===== config.mk =====
export PLATFORM = sky130hd
export DESIGN_NAME = simple_discriminator_flat
export DESIGN_NICKNAME = d
export VERILOG_FILES = /design/src/rtl/simple_discriminator_if.sv /design/src/rtl/simple_discriminator.sv /design/src/flat_wrapper.sv
export SDC_FILE = /design/constraint.sdc
export NUM_CORES = 1
export LEC_CHECK = 0
export ABC_AREA = 1
export CELL_PAD_IN_SITES_DETAIL_PLACEMENT = 1
export CELL_PAD_IN_SITES_GLOBAL_PLACEMENT = 1
export CORE_MARGIN = 2
export CORE_UTILIZATION = 38
export DETAILED_ROUTE_END_ITERATION = 10
export HOLD_SLACK_MARGIN = 0.03
export PLACE_DENSITY_LB_ADDON = 0.1
export SYNTH_ARGS = -nofsm -noshare
export SYNTH_HDL_FRONTEND = slang
export SYNTH_SLANG_ARGS = --single-unit

===== constraint.sdc =====
create_clock -name clk -period 6.7 [get_ports clk]
set_input_delay 1.34 -clock clk [delete_from_list [all_inputs] [get_ports clk]]
set_output_delay 1.34 -clock clk [all_outputs]
set_load 0.1 [all_outputs]

===== src/rtl/simple_discriminator_if.sv =====
// Port bundle for simple_discriminator: sample handshake, score output and the
// three synchronous weight/bias ROM ports (data arrives one cycle after the address).
interface simple_discriminator_if #(
  parameter int DATA_WIDTH   = 16,
  parameter int WEIGHT_WIDTH = 8
);
  logic [9*DATA_WIDTH-1:0] sample_in;
  logic                    valid_in;
  logic                    in_ready;
  logic [DATA_WIDTH-1:0]   score;
  logic                    valid_out;
  logic                    done;
  logic [4:0]              w1_addr;
  logic [WEIGHT_WIDTH-1:0] w1_data;
  logic [1:0]              b1_addr;
  logic [DATA_WIDTH-1:0]   b1_data;
  logic [1:0]              w2_addr;
  logic [WEIGHT_WIDTH-1:0] w2_data;
  logic [DATA_WIDTH-1:0]   b2_data;

  modport slave (
    input  sample_in, valid_in, w1_data, b1_data, w2_data, b2_data,
    output in_ready, score, valid_out, done, w1_addr, b1_addr, w2_addr
  );

  modport master (
    output sample_in, valid_in, w1_data, b1_data, w2_data, b2_data,
    input  in_ready, score, valid_out, done, w1_addr, b1_addr, w2_addr
  );
endinterface


===== src/rtl/simple_discriminator.sv =====
// Time-multiplexed 9->3->1 MLP discriminator with a single MAC and external ROMs.
// Define SIMPLE_DISC_SIGMOID_EN for a piecewise-linear sigmoid score instead of the raw logit.
module simple_discriminator #(
  parameter int DATA_WIDTH   = 16,
  parameter int WEIGHT_WIDTH = 8,
  parameter int ACC_WIDTH    = 32
) (
  input logic                    clk,
  input logic                    rst,
  simple_discriminator_if.slave  bus
);
  localparam int ProdWidth = DATA_WIDTH + WEIGHT_WIDTH;
  localparam logic signed [ACC_WIDTH:0] SatMax =
    (ACC_WIDTH+1)'((1 << (DATA_WIDTH-1)) - 1);
  localparam logic signed [ACC_WIDTH:0] SatMin = ~SatMax;

  typedef enum logic [2:0] {StIdle, StL1Mac, StL1Act, StL2Mac, StL2Act, StDone} state_e;

  state_e                        state_q, state_d;
  logic [3:0]                    cnt_q, cnt_d;
  logic [1:0]                    nrn_q, nrn_d;
  logic signed [ACC_WIDTH-1:0]   acc_q, acc_d;
  logic signed [DATA_WIDTH-1:0]  x_q [9];
  logic signed [DATA_WIDTH-1:0]  x_d [9];
  logic signed [DATA_WIDTH-1:0]  h_q [3];
  logic signed [DATA_WIDTH-1:0]  h_d [3];
  logic [DATA_WIDTH-1:0]         score_q, score_d;

  logic [3:0]                    mac_idx;
  logic signed [DATA_WIDTH-1:0]  mac_a;
  logic signed [WEIGHT_WIDTH-1:0] mac_b;
  logic signed [ProdWidth-1:0]   prod;

  function automatic logic signed [DATA_WIDTH-1:0] shift_bias_sat(
    input logic signed [ACC_WIDTH-1:0]  acc,
    input logic signed [DATA_WIDTH-1:0] bias
  );
    logic signed [ACC_WIDTH:0] s;
    s = (ACC_WIDTH+1)'(acc);
    s = s >>> 7;
    s = s + (ACC_WIDTH+1)'(bias);
    if (s > SatMax) s = SatMax;
    else if (s < SatMin) s = SatMin;
    return s[DATA_WIDTH-1:0];
  endfunction

  function automatic logic signed [DATA_WIDTH-1:0] leaky(input logic signed [DATA_WIDTH-1:0] r);
    return r[DATA_WIDTH-1] ? (r >>> 3) : r;
  endfunction

`ifdef SIMPLE_DISC_SIGMOID_EN
  localparam logic signed [DATA_WIDTH:0] SigMid = (DATA_WIDTH+1)'(128);
  localparam logic signed [DATA_WIDTH:0] SigTop = (DATA_WIDTH+1)'(256);

  // 128 + logit/4, clamped to [0, 256]: 0.0..1.0 in Q8.8
  function automatic logic [DATA_WIDTH-1:0] out_fn(input logic signed [DATA_WIDTH-1:0] logit);
    logic signed [DATA_WIDTH:0] t;
    t = (DATA_WIDTH+1)'(logit);
    t = t >>> 2;
    t = t + SigMid;
    if (t[DATA_WIDTH]) return '0;
    if (t > SigTop) return SigTop[DATA_WIDTH-1:0];
    return t[DATA_WIDTH-1:0];
  endfunction
`else
  function automatic logic [DATA_WIDTH-1:0] out_fn(input logic signed [DATA_WIDTH-1:0] logit);
    return logit;
  endfunction
`endif

  // ROM data lags the address by a cycle, so count n consumes operand n-1.
  always_comb begin
    mac_idx = cnt_q - 4'd1;
    mac_a   = '0;
    mac_b   = '0;
    if (state_q == StL1Mac && cnt_q != 4'd0) begin
      mac_a = x_q[mac_idx];
      mac_b = bus.w1_data;
    end else if (state_q == StL2Mac && cnt_q != 4'd0) begin
      mac_a = h_q[mac_idx[1:0]];
      mac_b = bus.w2_data;
    end
    prod = $signed(ProdWidth'(mac_a)) * $signed(ProdWidth'(mac_b));
  end

  always_comb begin
    state_d = state_q;
    cnt_d   = cnt_q;
    nrn_d   = nrn_q;
    acc_d   = acc_q;
    x_d     = x_q;
    h_d     = h_q;
    score_d = score_q;
    unique case (state_q)
      StIdle: begin
        if (bus.valid_in) begin
          for (int k = 0; k < 9; k++) x_d[k] = bus.sample_in[DATA_WIDTH*k +: DATA_WIDTH];
          acc_d   = '0;
          cnt_d   = '0;
          nrn_d   = '0;
          state_d = StL1Mac;
        end
      end
      StL1Mac: begin
        acc_d = acc_q + ACC_WIDTH'(prod);
        if (cnt_q == 4'd9) begin
          cnt_d   = '0;
          state_d = StL1Act;
        end else begin
          cnt_d = cnt_q + 4'd1;
        end
      end
      StL1Act: begin
        h_d[nrn_q] = leaky(shift_bias_sat(acc_q, bus.b1_data));
        acc_d      = '0;
        if (nrn_q == 2'd2) begin
          nrn_d   = '0;
          state_d = StL2Mac;
        end else begin
          nrn_d   = nrn_q + 2'd1;
          state_d = StL1Mac;
        end
      end
      StL2Mac: begin
        acc_d = acc_q + ACC_WIDTH'(prod);
        if (cnt_q == 4'd3) begin
          cnt_d   = '0;
          state_d = StL2Act;
        end else begin
          cnt_d = cnt_q + 4'd1;
        end
      end
      StL2Act: begin
        score_d = out_fn(shift_bias_sat(acc_q, bus.b2_data));
        state_d = StDone;
      end
      StDone:  state_d = StIdle;
      default: state_d = StIdle;
    endcase
  end

  always_ff @(posedge clk) begin
    if (rst) begin
      state_q <= StIdle;
      cnt_q   <= '0;
      nrn_q   <= '0;
      acc_q   <= '0;
      x_q     <= '{default: '0};
      h_q     <= '{default: '0};
      score_q <= '0;
    end else begin
      state_q <= state_d;
      cnt_q   <= cnt_d;
      nrn_q   <= nrn_d;
      acc_q   <= acc_d;
      x_q     <= x_d;
      h_q     <= h_d;
      score_q <= score_d;
    end
  end

  always_comb begin
    bus.w1_addr = '0;
    bus.b1_addr = '0;
    bus.w2_addr = '0;
    if (state_q == StL1Mac) begin
      bus.b1_addr = nrn_q;
      if (cnt_q < 4'd9) bus.w1_addr = ({3'b000, nrn_q} * 5'd9) + {1'b0, cnt_q};
    end
    if (state_q == StL2Mac && cnt_q < 4'd3) bus.w2_addr = cnt_q[1:0];
  end

  assign bus.in_ready  = (state_q == StIdle);
  assign bus.valid_out = (state_q == StDone);
  assign bus.done      = (state_q == StDone);
  assign bus.score     = score_q;

endmodule

===== src/flat_wrapper.sv =====
// flat-port wrapper written by rule: the top's interface ports become plain ports
module simple_discriminator_flat 
#(
  parameter int DATA_WIDTH   = 16,
  parameter int WEIGHT_WIDTH = 8,
  parameter int ACC_WIDTH    = 32
)
  (clk, rst, bus_sample_in, bus_valid_in, bus_w1_data, bus_b1_data, bus_w2_data, bus_b2_data, bus_in_ready, bus_score, bus_valid_out, bus_done, bus_w1_addr, bus_b1_addr, bus_w2_addr);
  simple_discriminator_if #(.DATA_WIDTH(DATA_WIDTH), .WEIGHT_WIDTH(WEIGHT_WIDTH)) bus_i ();
  input logic clk;
  input logic rst;
  input wire logic [$bits(bus_i.sample_in)-1:0] bus_sample_in;
  input wire logic [$bits(bus_i.valid_in)-1:0] bus_valid_in;
  input wire logic [$bits(bus_i.w1_data)-1:0] bus_w1_data;
  input wire logic [$bits(bus_i.b1_data)-1:0] bus_b1_data;
  input wire logic [$bits(bus_i.w2_data)-1:0] bus_w2_data;
  input wire logic [$bits(bus_i.b2_data)-1:0] bus_b2_data;
  output wire logic [$bits(bus_i.in_ready)-1:0] bus_in_ready;
  output wire logic [$bits(bus_i.score)-1:0] bus_score;
  output wire logic [$bits(bus_i.valid_out)-1:0] bus_valid_out;
  output wire logic [$bits(bus_i.done)-1:0] bus_done;
  output wire logic [$bits(bus_i.w1_addr)-1:0] bus_w1_addr;
  output wire logic [$bits(bus_i.b1_addr)-1:0] bus_b1_addr;
  output wire logic [$bits(bus_i.w2_addr)-1:0] bus_w2_addr;
  assign bus_i.sample_in = bus_sample_in;
  assign bus_i.valid_in = bus_valid_in;
  assign bus_i.w1_data = bus_w1_data;
  assign bus_i.b1_data = bus_b1_data;
  assign bus_i.w2_data = bus_w2_data;
  assign bus_i.b2_data = bus_b2_data;
  assign bus_in_ready = bus_i.in_ready;
  assign bus_score = bus_i.score;
  assign bus_valid_out = bus_i.valid_out;
  assign bus_done = bus_i.done;
  assign bus_w1_addr = bus_i.w1_addr;
  assign bus_b1_addr = bus_i.b1_addr;
  assign bus_w2_addr = bus_i.w2_addr;
  simple_discriminator #(.DATA_WIDTH(DATA_WIDTH), .WEIGHT_WIDTH(WEIGHT_WIDTH), .ACC_WIDTH(ACC_WIDTH)) u_core (.clk(clk), .rst(rst), .bus(bus_i));
endmodule

==> reports/metrics.csv <==
metric;value;unit
outcome;complete, no violations;
Crit Path Class;reg2reg;
Startpoint Class;register;
Worst VDD drop;0.000147;V
leakage power;12.3;nW
setup tns final;0;ns
met2 WL;42900;um
min-delay src;u_core.x_q[21]$_SDFFE_PP0P_;
met3 WL;3610;um
deepest clock path buffer count;3;
Final Core Density;49.8;%
port bufs;222;
Req. time, crit path;7.19;ns
post-synth top area share;23.6;%
router iterations before antenna repair;5;
Synthesized registers;249;
post-route ant nets;0;
RSZ-0062 raised after global routing;yes;
fin crit period;6.56;ns
worst path bufs/invs;9;
CP max FO;15;
M3 GR Usage;3.38;%
Critical R2R Launch;u_core.cnt_q[0]$_SDFFE_PP0P_;
most numerous cell on the critical path;buf_4;
final HPWL from detailed placement;64400;um
share of layout cells above drive strength 1;14.4;%
largest area contributor in the netlist;dfxtp_1;
Seq share, synth;23.6;%
Latency at later pin;0.57;ns
Mean Syn Cell Area;7.08;um^2
global route hottest layer;met2;
nets;3789;
gp weighted congestion;0.890;
final worst clock skew;0.0316;ns
Yosys chip area;21100;um^2
Mapped Cells;2985;
H-tree depth;2;
DIE HEIGHT;240;um
Die W;240;um
wl on met1;35300;um
largest net degree at the start of global routing;166;
clk sinks;249;
DP Area;25200;um^2
# DRC;0;
pwr/cell area;204;nW/um^2
GRT Total Usage;28.9;%
DRT iter0 DRCs;1196;
CP max stage delay;0.53;ns
Floorplan Nets;3472;
CTS Buf Count;35;
total power;5.59;mW
Critical Path Sink Type;register;
vias in the first global route;22931;
type of the tightest min-delay check;reg2reg;
WL per Instance;20.8;um
fillers;6877;
Synth Flop Type;dfxtp_1;
tool warnings;35;
vias per inst;5.30;
Init Core Util;38.4;%
==> sequential cells by signal, indices dropped and copies added (netlist names) <==
| name | flops |
|---|---|
| u_core.state_q | 3 |
| u_core.acc_q | 32 |
| u_core.bus.score | 16 |
| u_core.x_q | 144 |
| u_core.nrn_q | 2 |
| u_core.h_q | 48 |
| u_core.cnt_q | 4 |
==> cell usage in the layout, fill, tap and decap left out, types with 12 or more instances in the layout <==
| cell type | n |
|---|---|
| xor2_1 | 14 |
| o21ai_1 | 20 |
| clkdlybuf4s50_1 | 220 |
| o211ai_1 | 18 |
| nand2_1 | 533 |
| inv_2 | 29 |
| ha_4 | 30 |
| ha_1 | 97 |
| nand3_2 | 13 |
| fa_1 | 160 |
| nand4_1 | 42 |
| clkbuf_16 | 40 |
| inv_1 | 374 |
| xnor2_1 | 25 |
| nand2_2 | 32 |
| o21ai_0 | 289 |
| buf_4 | 175 |
| nor2_1 | 206 |
| dfxtp_1 | 248 |
| nor3_1 | 12 |
| nor2_2 | 31 |
| a21oi_1 | 360 |
| a21oi_2 | 29 |
| nand3_1 | 179 |
==> logic make-up after synthesis <==
group                    synth area share, %
buffers and inverters                   9.91
flip-flops                              23.6
adder cells (fa/ha/maj)                 23.1
XOR/XNOR                                1.81
AND/OR/NAND/NOR                         22.5
AND-OR/OR-AND                           19.1
==> cell usage after synthesis, types with 3 or more instances <==
library cell / count
a21o_1: 5
a21oi_1: 377
a21oi_2: 12
and2_1: 4
buf_1: 7
buf_2: 12
buf_4: 3
buf_6: 3
clkbuf_1: 113
dfxtp_1: 249
fa_1: 163
ha_1: 129
inv_1: 379
inv_2: 27
nand2_1: 553
nand2_2: 17
nand3_1: 184
nand3_2: 8
nand3b_1: 5
nand4_1: 42
nor2_1: 228
nor2_2: 13
nor2_4: 4
nor3_1: 17
nor3_2: 4
o211ai_1: 18
o21ai_0: 310
o21ai_1: 3
o21bai_1: 10
o21bai_2: 10
o22ai_1: 8
or2_2: 9
xnor2_1: 26
xor2_1: 14
==> area by class of cell <==
type / instances / area, um^2 / area share, %
Clock inverter: 8 / 156 / 0.572
Multi-Input combinational cell: 2191 / 14800 / 53.9
Inverter: 407 / 1540 / 5.61
Timing Repair Buffer: 418 / 3950 / 14.4
Tap cell: 748 / 936 / 3.42
Clock buffer: 54 / 1050 / 3.83
Sequential cell: 249 / 4990 / 18.2
Antenna cell: 1 / 2.50 / 0.00914
==> final timing paths <==
| check | depth (start not counted) | end | slack (ns) |
|---|---|---|---|
| max | 31 | u_core.acc_q[24]$_SDFFE_PP0P_ | 0.14 |
| max reg2reg | 31 | u_core.acc_q[24]$_SDFFE_PP0P_ | 0.14 |
| min | 2 | u_core.x_q[21]$_SDFFE_PP0P_ | 0.45 |
| min reg2reg | 2 | u_core.x_q[21]$_SDFFE_PP0P_ | 0.45 |
==> timing repair <==
item | in CTS | in global routing
setup endpoints to repair | 19 | 21
hold buffers | 0 | 0
gates resized | 38 | 115
endpoints found under the hold margin | 0 | 0
pin swaps | 2 | 50
gates cloned | 1 | 6
buffers inserted | 1 | 16
==> where the power goes <==
part           internal [mW]  leakage [nW]  switching, mW
logic                  0.757          9.65           1.22
registers               1.60          2.03         0.0683
clock network           1.20         0.588          0.752
### Metal 1

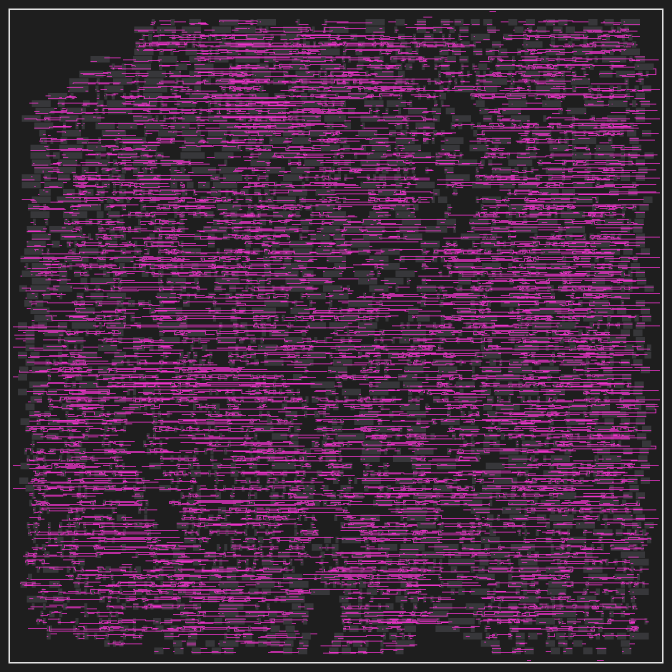
main direction = horizontal
wire length on this layer = 35.3 mm
share of all routed wire = 42%
WL final: 84900 um
Vias: 21618
met1 GRT Util: 35.4%

### M2 wires

Bar = 50 um.
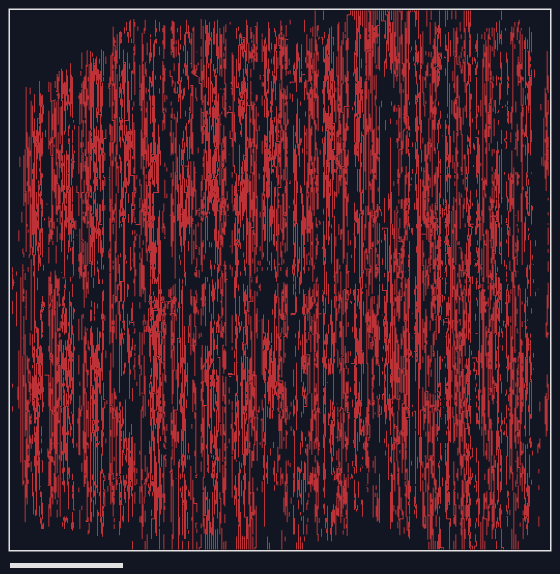
nets with wire on the layer = 3339
share of all routed wire = 51%
longest straight run = 86.7 um
wire length on this layer = 42.9 mm
main direction = vertical

No activity file was given, so power comes from the tool's default toggle rates.
